**src/rtl/wdog_pkg.sv**
```systemverilog
// rtl/wdog_pkg.sv - shared state encoding and default timing constants for the I/O watchdog
package wdog_pkg;

  typedef enum logic [1:0] {
    WD_ARMED   = 2'd0,
    WD_FIRING  = 2'd1,
    WD_HOLDOFF = 2'd2
  } wd_state_t;

  localparam int WDOG_TIMEOUT_DEF = 8;
  localparam int WDOG_RSTLEN_DEF  = 16;
  localparam int WDOG_HOLDOFF_DEF = 4;

endpackage

```
**src/rtl/ce_edge_det.sv**
```systemverilog
// rtl/ce_edge_det.sv - clock-enable qualified rising-edge detector
module ce_edge_det (
  input  logic clk,
  input  logic Rn,
  input  logic ce,
  input  logic d,
  output logic vb_edge
);

  logic vb_q;

  always_ff @(posedge clk or negedge Rn) begin
    if (!Rn) begin
      vb_q <= 1'b0;
    end else if (ce) begin
      vb_q <= d;
    end
  end

  // Only meaningful when ce is high; the consumer qualifies with ce as well.
  assign vb_edge = d & ~vb_q;

endmodule

```
**src/rtl/io_watchdog_rst.sv**
```systemverilog
// rtl/io_watchdog_rst.sv - VBLANK-counting watchdog driving a fixed-length CPU reset pulse
// Optional WDOG_FREEZE_EN adds a freeze input that stalls counting while armed.
module io_watchdog_rst
  import wdog_pkg::*;
#(
  parameter int CNT_W   = 4,
  parameter int TIMEOUT = WDOG_TIMEOUT_DEF,
  parameter int RST_LEN = WDOG_RSTLEN_DEF,
  parameter int HOLDOFF = WDOG_HOLDOFF_DEF
) (
  input  logic             clk,
  input  logic             Rn,
  input  logic             ck_ce,
  input  logic             vblank,
  input  logic             kick,
`ifdef WDOG_FREEZE_EN
  input  logic             freeze,
`endif
  output logic             cpu_rstn,
  output logic [CNT_W-1:0] wd_cnt,
  output logic             fired
);

  localparam int TMR_W = (RST_LEN > 1) ? $clog2(RST_LEN) : 1;
  localparam logic [CNT_W-1:0] TO_LAST  = CNT_W'(TIMEOUT - 1);
  localparam logic [CNT_W-1:0] HO_LAST  = CNT_W'(HOLDOFF - 1);
  localparam logic [TMR_W-1:0] RST_LAST = TMR_W'(RST_LEN - 1);

  if (TIMEOUT < 1 || TIMEOUT > (1 << CNT_W)) begin : g_bad_timeout
    $error("io_watchdog_rst: TIMEOUT must be in 1..2**CNT_W");
  end
  if (RST_LEN < 1) begin : g_bad_rst_len
    $error("io_watchdog_rst: RST_LEN must be at least 1");
  end
  if (HOLDOFF < 0 || HOLDOFF > (1 << CNT_W)) begin : g_bad_holdoff
    $error("io_watchdog_rst: HOLDOFF must be in 0..2**CNT_W");
  end

  logic             frz;
  logic             vb_edge;
  wd_state_t        state;
  logic [TMR_W-1:0] timer;

`ifdef WDOG_FREEZE_EN
  assign frz = freeze;
`else
  assign frz = 1'b0;
`endif

  ce_edge_det u_edge (
    .clk     (clk),
    .Rn      (Rn),
    .ce      (ck_ce),
    .d       (vblank),
    .vb_edge (vb_edge)
  );

  always_ff @(posedge clk or negedge Rn) begin
    if (!Rn) begin
      state    <= WD_HOLDOFF;
      wd_cnt   <= '0;
      cpu_rstn <= 1'b1;
      fired    <= 1'b0;
      timer    <= '0;
    end else if (ck_ce) begin
      case (state)
        WD_ARMED: begin
          if (kick) begin
            wd_cnt <= '0;
          end else if (vb_edge && !frz) begin
            if (wd_cnt == TO_LAST) begin
              state    <= WD_FIRING;
              wd_cnt   <= '0;
              cpu_rstn <= 1'b0;
              fired    <= 1'b1;
              timer    <= RST_LAST;
            end else begin
              wd_cnt <= wd_cnt + CNT_W'(1);
            end
          end
        end
        // Timer is loaded with RST_LEN-1 so the low phase spans exactly RST_LEN ticks.
        WD_FIRING: begin
          if (timer == '0) begin
            state    <= WD_HOLDOFF;
            cpu_rstn <= 1'b1;
            wd_cnt   <= '0;
          end else begin
            timer <= timer - TMR_W'(1);
          end
        end
        WD_HOLDOFF: begin
          if (HOLDOFF == 0) begin
            state  <= WD_ARMED;
            wd_cnt <= '0;
          end else if (vb_edge) begin
            if (wd_cnt == HO_LAST) begin
              state  <= WD_ARMED;
              wd_cnt <= '0;
            end else begin
              wd_cnt <= wd_cnt + CNT_W'(1);
            end
          end
        end
        default: begin
          state    <= WD_HOLDOFF;
          wd_cnt   <= '0;
          cpu_rstn <= 1'b1;
        end
      endcase
    end
  end

endmodule

```
**config.mk**
```make
export PLATFORM = sky130hd
export DESIGN_NAME = io_watchdog_rst
export DESIGN_NICKNAME = d
export VERILOG_FILES = /design/src/rtl/wdog_pkg.sv /design/src/rtl/ce_edge_det.sv /design/src/rtl/io_watchdog_rst.sv
export SDC_FILE = /design/constraint.sdc
export NUM_CORES = 1
export LEC_CHECK = 0
export ABC_AREA = 0
export CAP_MARGIN = 20
export CORE_AREA = 3 3 40 42
export CTS_CLUSTER_SIZE = 40
export DETAILED_ROUTE_END_ITERATION = 7
export DIE_AREA = 0 0 43 45
export DONT_BUFFER_PORTS = 1
export PLACE_DENSITY = 0.77
export SKIP_CTS_REPAIR_TIMING = 1
export SYNTH_ARGS = -nofsm -noshare
export SYNTH_HDL_FRONTEND = slang
export SYNTH_SLANG_ARGS = --single-unit
export TNS_END_PERCENT = 50
```
**constraint.sdc**
```tcl
create_clock -name clk -period 5.4 [get_ports clk]
set_clock_uncertainty 0.2 [all_clocks]
set_input_delay 1.35 -clock clk [delete_from_list [all_inputs] [get_ports clk]]
set_output_delay 1.35 -clock clk [all_outputs]
set_load 0.02 [all_outputs]
```
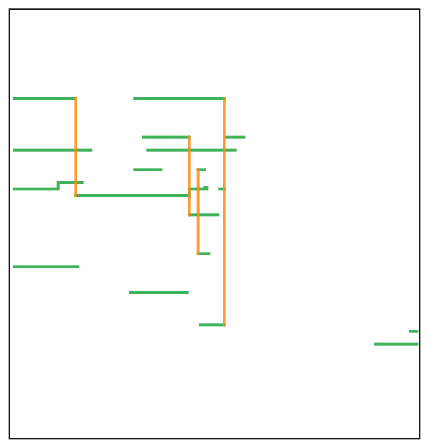
*Signal wires by layer, run 1*
Only two layers are drawn.
Green is met3, wire length 90.5 um. Orange is met4, wire length 51.0 um.
Total Routing Usage GR: 18.34%
DR WL/cell: 16.06 um
vias: 563

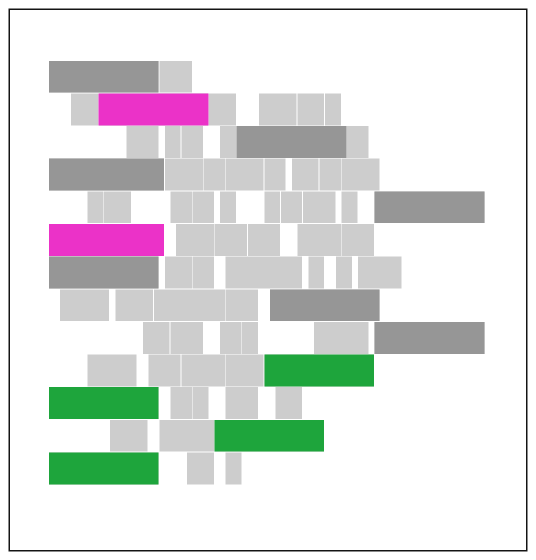
*Register map, names as in the netlist, run 1*
Other sequential cells in the stronger grey, the rest of the logic in the fainter grey.
Green is wd_cnt, flops 4. Magenta is state, flops 2.
Reg area: 327.8 sq um
post-route core utilization: 59.10%
Sequential Power: 103 uW
fraction of area in registers: 43.16%

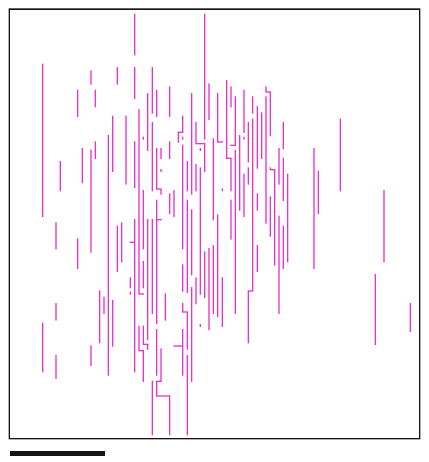
*Signal wires on met2, run 1*
Scale bar: 10 um.
The longest straight run is 25.2 um. The layer holds 48% of the routed length. 70 nets have wire on it.

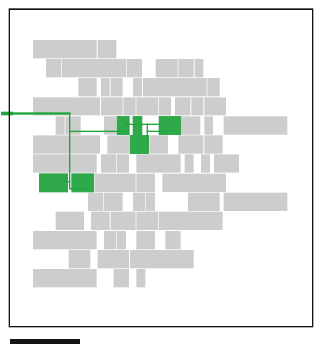
*I/O nets highlighted, run 1*
Scale bar: 10 um.
Green is ck_ce, direction input, edge west, end cells 7, buffers 0, wire 42.2 um.

==> flow_summary_export.csv, run 1 <==
group,metric,value,unit
yosys,simple_gate_area_share,21.72,%
detailed_routing,wl_met2,665,um
detailed_routing,drt-pass1-iter-count,4,
yosys,ys_top_cells_by_area,"dfrtp_1 (39%), dfstp_2 (7.4%), inv_1 (3.7%)",
timing,hold_violations,0,
global_routing,grt_max_degree,14,
yosys,synth_flops,13,
global_routing,antenna_found_initial,0,
yosys,synthArstFlopShare,100.0,%
yosys,synthFlopType,"dfrtp_1",
power,p_comb,8.81,uW
critical_path,arrival,2540,ps
power,p_sw_share,23.29,%
yosys,ys_seq_share,45.88,%
detailed_routing,drcViolationCount,0,
yosys,yosys.area.top_type_share,38.53,%
timing,drv_slew,0,
detailed_routing,finalWirelength,1397,um
global_routing,grt.met2_usage,28.74,%
global_routing,gr-total-overflow,0,
yosys,ys_types,36,
power,switchingPower,40.43,uW
power,irDropWorstVdd,0.1490,mV
critical_path,reg2reg_to,"wd_cnt[3]",
timing,maxSlewHeadroom,56.35,%
placement,placement.cell_area,733.2,sq um
yosys,synth-area-yosys,714.4,sq um
global_routing,grt_util_met3,7.968,%
yosys,ys_warn_count,0,
power,pwr-share-clk,35.4,%
status,status,"finished, final reports clean",
finish,fin_area,759.5,sq um
detailed_routing,top_layer,"met4",
timing,hold_slack,322.1,ps
power,leakagePower,0.3444,nW
power,seqPwrFrac,59.6,%
hold_path,hold_start,"cpu_rstn",
yosys,synth_top_cell_by_count,"dfrtp_1",
finish,fin_nets,80,
critical_path,critPathLaunch,"kick",
timing,fin_ws,2826,ps
yosys,edf_count,0,
floorplan,initCoreUtil,55.60,%
floorplan,die-area,1935,sq um
floorplan,core-area,1285,sq um
yosys,synth_xor_xnor_area_share,1.226,%
timing,fin_setup_tns,0,ps
run,max-cap-violations,0,
global_routing,grt_first_pass_wirelength,2484,um
cts,clk_latency,280,ps
## run 1: sequential cells by signal, indices dropped and copies added (netlist names)
| signal | flops |
|---|---|
| u_edge.vb_q | 1 |
| fired | 1 |
| wd_cnt | 4 |
| timer | 4 |
| state | 2 |
| cpu_rstn | 1 |
## run 1: cell type report
| type | instances | area (sq um) |
|---|---|---|
| fillers | 107 | 525.5 |
| multi-input cells | 48 | 360.3 |
| flip-flops and latches | 13 | 327.8 |
| clock buffers | 4 | 26.28 |
| inverters | 7 | 26.28 |
| well taps | 15 | 18.77 |
## run 1: critical path, cell delays in order
cell and delay, ps:
or3b_1 400, o22a_4 220, o31a_1 270, or3_1 300
### Placed standard cells, run 1

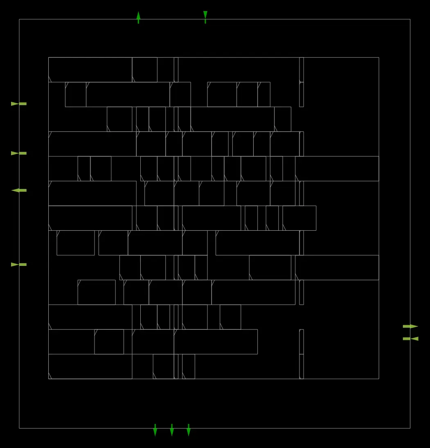

--- run 2 (diff from run 1) ---
--- a/config.mk
+++ b/config.mk
@@ -7,12 +7,12 @@
 export LEC_CHECK = 0
 export ABC_AREA = 0
 export CAP_MARGIN = 20
-export CORE_AREA = 3 3 40 42
+export CORE_MARGIN = 3
+export CORE_UTILIZATION = 53
 export CTS_CLUSTER_SIZE = 40
 export DETAILED_ROUTE_END_ITERATION = 7
-export DIE_AREA = 0 0 43 45
 export DONT_BUFFER_PORTS = 1
-export PLACE_DENSITY = 0.77
+export PLACE_DENSITY = 0.79
 export SKIP_CTS_REPAIR_TIMING = 1
 export SYNTH_ARGS = -nofsm -noshare
 export SYNTH_HDL_FRONTEND = slang
==> constraint.sdc (replaced) <==
create_clock -name clk -period 2.3 [get_ports clk]
set_clock_uncertainty 0.2 [all_clocks]
set_input_delay 0.575 -clock clk [delete_from_list [all_inputs] [get_ports clk]]
set_output_delay 0.575 -clock clk [all_outputs]
set_load 0.02 [all_outputs]
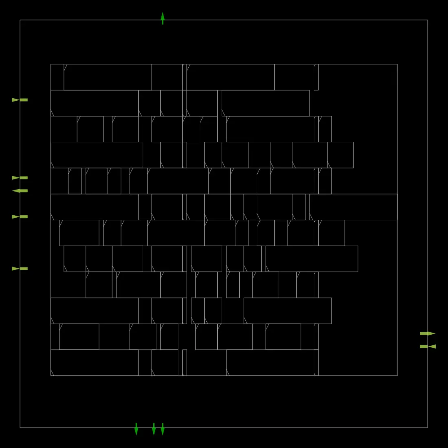
*Placed standard cells, run 2*
final non-filler cell total: 92
# Taps: 14
Filler cells: 95
fraction of area in registers: 40.62%

==> flow_summary_export.csv, run 2 <==
group,metric,value,unit
detailed_routing,finalWirelength,1377,um
finish,flop-count,13,
global_routing,grt_max_degree,14,
global_routing,antenna_found_initial,0,
finish,clockBufferCount,3,
global_routing,grt_util_met3,9.322,%
critical_path,critPathSlowestCell,"nor3b_1",
status,status,"finished, final reports clean",
yosys,simple_gate_area_share,21.72,%
yosys,yosys.area.top_type_share,38.53,%
yosys,synth_top_cell_by_count,"dfrtp_1",
power,switchingPower,101.1,uW
yosys,ys_types,36,
finish,final-clk-cell-share,3.411,%
power,p_sw_share,24.31,%
yosys,synth_xor_xnor_area_share,1.226,%
finish,fin_util,68.04,%
detailed_routing,drcViolationCount,0,
timing,maxSlewHeadroom,56.14,%
power,seqPwrFrac,57.0,%
critical_path,path_cells,"inv_1 -> ha_1 -> nor3b_1 -> o31ai_1 -> a21o_1 -> a221o_1",
placement,placement.cell_area,769.5,sq um
floorplan,initCoreUtil,60.23,%
timing,fin_setup_tns,0,ps
detailed_routing,wl_per_cell,14.97,um
power,irDropWorstVdd,0.3099,mV
timing,fin_ws,180.0,ps
finish,buffers,6,
timing,hold_slack,242.2,ps
yosys,synth_flops,13,
detailed_routing,top_layer,"met4",
power,p_comb,36.6,uW
global_routing,gr-total-overflow,0,
yosys,ys_top_cells_by_area,"dfrtp_1 (39%), dfstp_2 (7.4%), inv_1 (3.7%)",
yosys,ys_warn_count,0,
global_routing,grt_usage,17.17,%
critical_path,critPathMaxStageDelay,420,ps
floorplan,die-area,1825,sq um
finish,mi_logic_area,360.3,sq um
global_routing,grt_first_pass_wirelength,2332,um
power,leakagePower,0.3784,nW
timing,hold_violations,0,
finish,fin_area,807.0,sq um
## run 2: cell counts after synthesis
No cell type changed its count.
## run 2: worst paths after layout
kind                           from          end  slack, ps
setup reg to reg           timer[0]    wd_cnt[3]        180
hold reg to reg            cpu_rstn     cpu_rstn        320
max in group asynchronous        Rn     cpu_rstn       1010
setup / recovery           timer[0]    wd_cnt[3]        180
hold / removal               vblank  u_edge.vb_q        240
min in group asynchronous        Rn    wd_cnt[0]        520
## run 2: worst max-delay path: cells and delay by family (launching register included)
| family | cells | cell delay, ps |
|---|---|---|
| buffers and inverters | 1 | 70 |
| adders and majority gates | 1 | 160 |
| AOI/OAI and AO/OA | 3 | 770 |
| DFF | 1 | 410 |
| and+or+nand+nor | 1 | 420 |
### Register map, names as in the netlist, run 2

Other sequential cells in the stronger grey, the rest of the logic in the fainter grey.
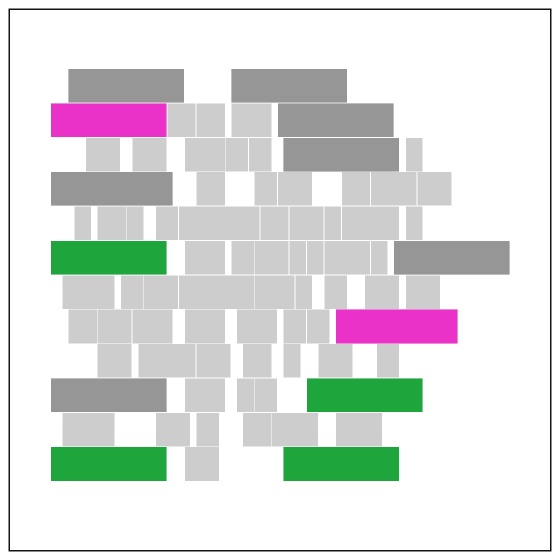

--- run 3 (diff from run 2) ---
--- a/config.mk
+++ b/config.mk
@@ -7,12 +7,14 @@
 export LEC_CHECK = 0
 export ABC_AREA = 0
 export CAP_MARGIN = 20
+export CORE_ASPECT_RATIO = 0.8
 export CORE_MARGIN = 3
-export CORE_UTILIZATION = 53
+export CORE_UTILIZATION = 30
 export CTS_CLUSTER_SIZE = 40
 export DETAILED_ROUTE_END_ITERATION = 7
 export DONT_BUFFER_PORTS = 1
-export PLACE_DENSITY = 0.79
+export HOLD_SLACK_MARGIN = 0.03
+export PLACE_DENSITY = 0.53
 export SKIP_CTS_REPAIR_TIMING = 1
 export SYNTH_ARGS = -nofsm -noshare
 export SYNTH_HDL_FRONTEND = slang
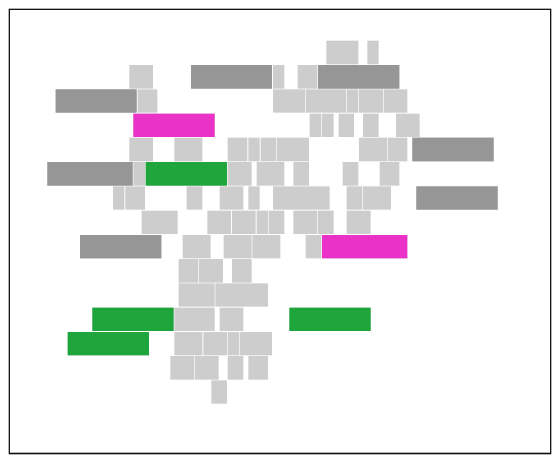
*Register map, names as in the netlist, run 3*
Other sequential cells in the stronger grey, the rest of the logic in the fainter grey.
Green is wd_cnt, flops 4. Magenta is state, flops 2.
Sequential Power: 237 uW
fraction of area in registers: 39.58%
post-route core utilization: 37.40%

==> flow_summary_export.csv, run 3 <==
group,metric,value,unit
finish,nFillCells,224,
hold_path,worstHoldEndpoint,"u_edge.vb_q",
power,p_comb,38.4,uW
global_routing,grt_usage,11.48,%
critical_path,path_buffers,2,
status,status,"finished, final reports clean",
finish,fin_area,828.3,sq um
global_routing,grt_first_pass_wirelength,2504,um
power,seqPwrFrac,56.3,%
timing,hold_slack,239.8,ps
critical_path,r2r-start,"timer[0]",
finish,stdcell_count,104,
critical_path,path_cells,"inv_1 -> ha_1 -> nor3b_1 -> buf_4 -> o22a_4 -> o31a_1 -> or3_1",
critical_path,critPathMaxStageDelay,390,ps
hold_path,hold_start,"vblank",
yosys,yosys.area.top_type_share,38.53,%
critical_path,reg2reg_to,"timer[3]",
global_routing,grt_max_degree,14,
yosys,ys_warn_count,0,
detailed_routing,wl_per_cell,14.07,um
yosys,synth_flops,13,
global_routing,antenna_found_initial,0,
power,irDropWorstVdd,0.2696,mV
yosys,ys_types,36,
global_routing,grt_util_met3,3.927,%
critical_path,critPathSlowestCell,"dfrtp_1",
floorplan,initCoreUtil,32.26,%
placement,placement.cell_area,790.8,sq um
timing,maxSlewHeadroom,58.62,%
timing,hold_violations,0,
detailed_routing,drcViolationCount,0,
yosys,ys_top_cells_by_area,"dfrtp_1 (39%), dfstp_2 (7.4%), inv_1 (3.7%)",
timing,fin_ws,262.2,ps
timing,fin_setup_tns,0,ps
critical_path,critPathCapture,"timer[3]",
==> run 3: layout make-up <==
| class | count | area (sq um) | area share [%] |
|---|---|---|---|
| clock inverters | 1 | 5.005 | 0.6042 |
| clock buffers | 3 | 22.52 | 2.719 |
| well taps | 25 | 31.28 | 3.776 |
| inverters | 7 | 26.28 | 3.172 |
| multi-input cells | 48 | 360.3 | 43.50 |
| flip-flops and latches | 13 | 327.8 | 39.58 |
| repair buffers | 7 | 55.05 | 6.647 |
==> run 3: kinds of logic after synthesis <==
group           synth area share (%)
compound gates                 19.44
flops                          45.88
mux                            4.553
buf+inv                        3.678
fa+ha+maj                      3.502
simple gates                   21.72
xor+xnor                       1.226
Power and IR drop assume default switching activity.
